## src/rtl/depp_pkg.sv

```systemverilog
// Shared constants for the DEPP stream buffer: byte width and the
// encodings of the RX and TX handshake FSM states.
package depp_pkg;

  localparam int BYTE_W = 8;

  localparam logic [1:0] R_IDLE = 2'd0;
  localparam logic [1:0] R_REQ  = 2'd1;
  localparam logic [1:0] R_REL  = 2'd2;

  localparam logic [1:0] T_IDLE = 2'd0;
  localparam logic [1:0] T_REQ  = 2'd1;
  localparam logic [1:0] T_REL  = 2'd2;

endpackage

```

## src/rtl/byte_fifo.sv

```systemverilog
// Synchronous first-word-fall-through byte FIFO with registered empty/full
// flags and an occupancy count; overflow and underflow requests are dropped.
module byte_fifo
  import depp_pkg::*;
#(
  parameter int DEPTH_LOG2 = 4
) (
  input  logic                  clk,
  input  logic                  rst,
  input  logic                  wr_en,
  input  logic [BYTE_W-1:0]     wr_data,
  input  logic                  rd_en,
  output logic [BYTE_W-1:0]     rd_data,
  output logic                  empty,
  output logic                  full,
  output logic [DEPTH_LOG2:0]   count
);

  localparam int DEPTH = 1 << DEPTH_LOG2;
  localparam logic [DEPTH_LOG2:0] FULL_CNT = {1'b1, {DEPTH_LOG2{1'b0}}};

  logic [BYTE_W-1:0]     mem [DEPTH];
  logic [DEPTH_LOG2-1:0] wr_ptr;
  logic [DEPTH_LOG2-1:0] rd_ptr;
  logic                  wr_ok;
  logic                  rd_ok;
  logic [DEPTH_LOG2:0]   next_count;

  // Flags are the pre-edge state, so a push while full is refused even
  // when a pop happens on the same edge.
  assign wr_ok   = wr_en & ~full;
  assign rd_ok   = rd_en & ~empty;
  assign rd_data = mem[rd_ptr];

  always_comb begin
    next_count = count;
    case ({wr_ok, rd_ok})
      2'b10:   next_count = count + 1'b1;
      2'b01:   next_count = count - 1'b1;
      default: next_count = count;
    endcase
  end

  always_ff @(posedge clk) begin
    if (wr_ok) mem[wr_ptr] <= wr_data;
  end

  always_ff @(posedge clk) begin
    if (rst) begin
      wr_ptr <= '0;
      rd_ptr <= '0;
      count  <= '0;
      empty  <= 1'b1;
      full   <= 1'b0;
    end else begin
      if (wr_ok) wr_ptr <= wr_ptr + 1'b1;
      if (rd_ok) rd_ptr <= rd_ptr + 1'b1;
      count <= next_count;
      empty <= (next_count == '0);
      full  <= (next_count == FULL_CNT);
    end
  end

endmodule

```

## src/rtl/depp_stream_buffer.sv

```systemverilog
// Buffers the DEPP emulated-UART port in both directions: PC bytes land in
// an RX FIFO, user bytes leave through a TX FIFO, each behind a 4-phase FSM.
module depp_stream_buffer
  import depp_pkg::*;
#(
  parameter int DEPTH_LOG2 = 4
) (
  input  logic                 clk,
  input  logic                 rst,
  input  logic [7:0]           byte_out,
  input  logic                 rtr,
  output logic                 get,
  input  logic                 get_ack,
  output logic [7:0]           byte_in,
  input  logic                 rts,
  output logic                 put,
  input  logic                 put_ack,
  output logic [7:0]           rx_data,
  output logic                 rx_valid,
  input  logic                 rx_ready,
  input  logic [7:0]           tx_data,
  input  logic                 tx_valid,
  output logic                 tx_ready,
  output logic [DEPTH_LOG2:0]  rx_count,
  output logic [DEPTH_LOG2:0]  tx_count
);

  // User streams: a byte moves on any edge where valid and ready are both 1;
  // valid never depends on ready, and data is stable while valid is held.

  logic [1:0]        r_state;
  logic [1:0]        t_state;
  logic              rx_push;
  logic              rx_empty;
  logic              rx_full;
  logic              tx_pop;
  logic              tx_empty;
  logic              tx_full;
  logic [BYTE_W-1:0] tx_head;

  assign rx_valid = ~rx_empty;
  assign tx_ready = ~tx_full;

  // The port's acks are not reset, so a stale ack must clear before a new request.
  assign rx_push = (r_state == R_IDLE) & ~rtr & ~get_ack & ~rx_full;
  assign tx_pop  = (t_state == T_IDLE) & ~tx_empty & ~rts & ~put_ack;

  byte_fifo #(.DEPTH_LOG2(DEPTH_LOG2)) u_rx_fifo (
    .clk     (clk),
    .rst     (rst),
    .wr_en   (rx_push),
    .wr_data (byte_out),
    .rd_en   (rx_ready),
    .rd_data (rx_data),
    .empty   (rx_empty),
    .full    (rx_full),
    .count   (rx_count)
  );

  byte_fifo #(.DEPTH_LOG2(DEPTH_LOG2)) u_tx_fifo (
    .clk     (clk),
    .rst     (rst),
    .wr_en   (tx_valid),
    .wr_data (tx_data),
    .rd_en   (tx_pop),
    .rd_data (tx_head),
    .empty   (tx_empty),
    .full    (tx_full),
    .count   (tx_count)
  );

  always_ff @(posedge clk) begin
    if (rst) begin
      r_state <= R_IDLE;
      get     <= 1'b0;
    end else begin
      case (r_state)
        R_IDLE: if (rx_push) begin
          get     <= 1'b1;
          r_state <= R_REQ;
        end
        R_REQ: if (get_ack) begin
          get     <= 1'b0;
          r_state <= R_REL;
        end
        R_REL: if (!get_ack) r_state <= R_IDLE;
        default: begin
          get     <= 1'b0;
          r_state <= R_IDLE;
        end
      endcase
    end
  end

  // byte_in only changes on a pop, so it holds steady through T_REQ/T_REL.
  always_ff @(posedge clk) begin
    if (rst) begin
      t_state <= T_IDLE;
      put     <= 1'b0;
      byte_in <= '0;
    end else begin
      case (t_state)
        T_IDLE: if (tx_pop) begin
          byte_in <= tx_head;
          put     <= 1'b1;
          t_state <= T_REQ;
        end
        T_REQ: if (put_ack) begin
          put     <= 1'b0;
          t_state <= T_REL;
        end
        T_REL: if (!put_ack) t_state <= T_IDLE;
        default: begin
          put     <= 1'b0;
          t_state <= T_IDLE;
        end
      endcase
    end
  end

endmodule
```

## config.mk

```make
export PLATFORM = sky130hd
export DESIGN_NAME = depp_stream_buffer
export DESIGN_NICKNAME = d
export VERILOG_FILES = /design/src/rtl/depp_pkg.sv /design/src/rtl/byte_fifo.sv /design/src/rtl/depp_stream_buffer.sv
export SDC_FILE = /design/constraint.sdc
export NUM_CORES = 1
export LEC_CHECK = 0
export CAP_MARGIN = 20
export CORE_UTILIZATION = 55
export CTS_CLUSTER_DIAMETER = 40
export CTS_CLUSTER_SIZE = 10
export DETAILED_ROUTE_END_ITERATION = 12
export PLACE_DENSITY = 0.74
export SLEW_MARGIN = 20
export SYNTH_ARGS = -nofsm -noshare
export SYNTH_HDL_FRONTEND = slang
export SYNTH_SLANG_ARGS = --single-unit
```

## constraint.sdc

```tcl
create_clock -name clk -period 6 [get_ports clk]
set_input_delay 1.2 -clock clk [delete_from_list [all_inputs] [get_ports clk]]
set_output_delay 1.2 -clock clk [all_outputs]
set_load 0.02 [all_outputs]
```

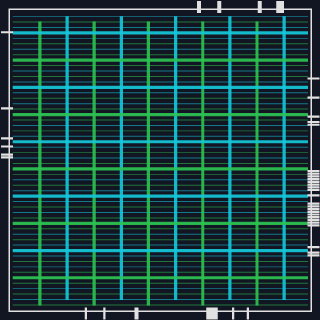
**Above:** floorplan with the power grid.
Drawn at 2 px/µm. Pins as bars on the die edge.
- green: VSS
- cyan: VDD
- signal pins: 54
- met1 rails: 54
- met4 straps: 10
- met5 straps: 10
Core ar.: 21290 µm²
Max VDD drop: 0.2435 mV
Die W: 150.2 µm
die height: 150.2 µm

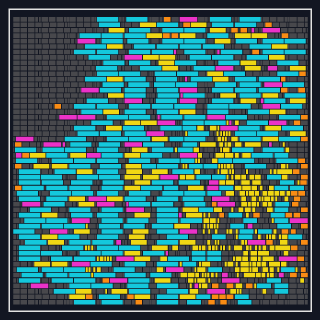
**Above:** cells colored by class.
Drawn at 2 px/µm. Fill, decap, tap and diode cells in gray.
- magenta: clock drivers and dummy loads (cells 65)
- yellow: combinational and other logic (cells 310)
- orange: remaining buffers and delay cells (cells 58)
- cyan: sequential cells (cells 304)
utilization of the core after routing: 66.13%
Cell Rows: 53

==> impl_metrics.ini <==
; physical design summary
[global_routing]
grt_max_degree = 45

[sta]
tns_ns = 0
fin_crit_ns = 4.586
skew_ns = 0.01918
drv_slew = 0
period_used_pct = 76.43

[worst_hold_path]
hold_path_depth = 2

[yosys]
fp_nets = 691
mux_share_pct = 15.25
ys_ff = 304
ff_type = edfxtp_1
yosys.area.top_type = edfxtp_1

[power]
finalPower_w = 0.005053
clkPwrFrac_pct = 42.7
p_sw_w = 0.001162
comb_power_share_pct = 9.6
leakage_nw = 4.493
power_density_nw_per_um2 = 358.9

[die]
num_io_pins = 54

[critical_path]
worstPathCellList = buf_4, mux4_2, mux4_2, clkdlybuf4s50_1
slowest_stage = dfxtp_2
reg2reg_depth = 12
regToRegEndpoint = u_tx_fifo.full
crit_end = rx_data[3]
max_stage_delay_ns = 0.87

[outcome]
outcome = completed

[detailed_routing]
met3_length_um = 1694
first_pass_iters = 5
drt-vias-per-instance = 6.057
ant_nets = 0

[clock_tree]
cts_buffers = 41
path_clk_slew_ns = 0.05

[finish]
layout-drive-gt1-share_pct = 22.25
stdcell_area_um2 = 14080
fillers = 1367
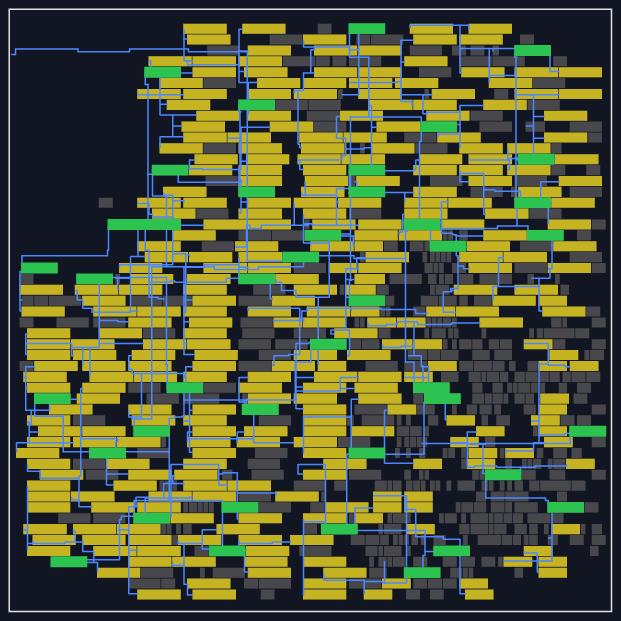
**Above:** clock distribution.
Drawn at 4 px/µm.
- yellow: flip-flops (count 304)
- blue: clock wires (length 3470 µm)
- green: clock drivers (count 41)
- flops lie: spread over the die

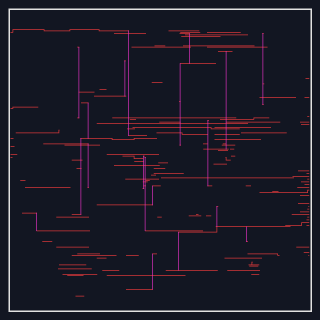
**Above:** signal wires by layer.
Drawn at 2 px/µm. Only two layers are drawn.
- red: metal 3 (wire length 1690 µm)
- magenta: metal 4 (wire length 481 µm)

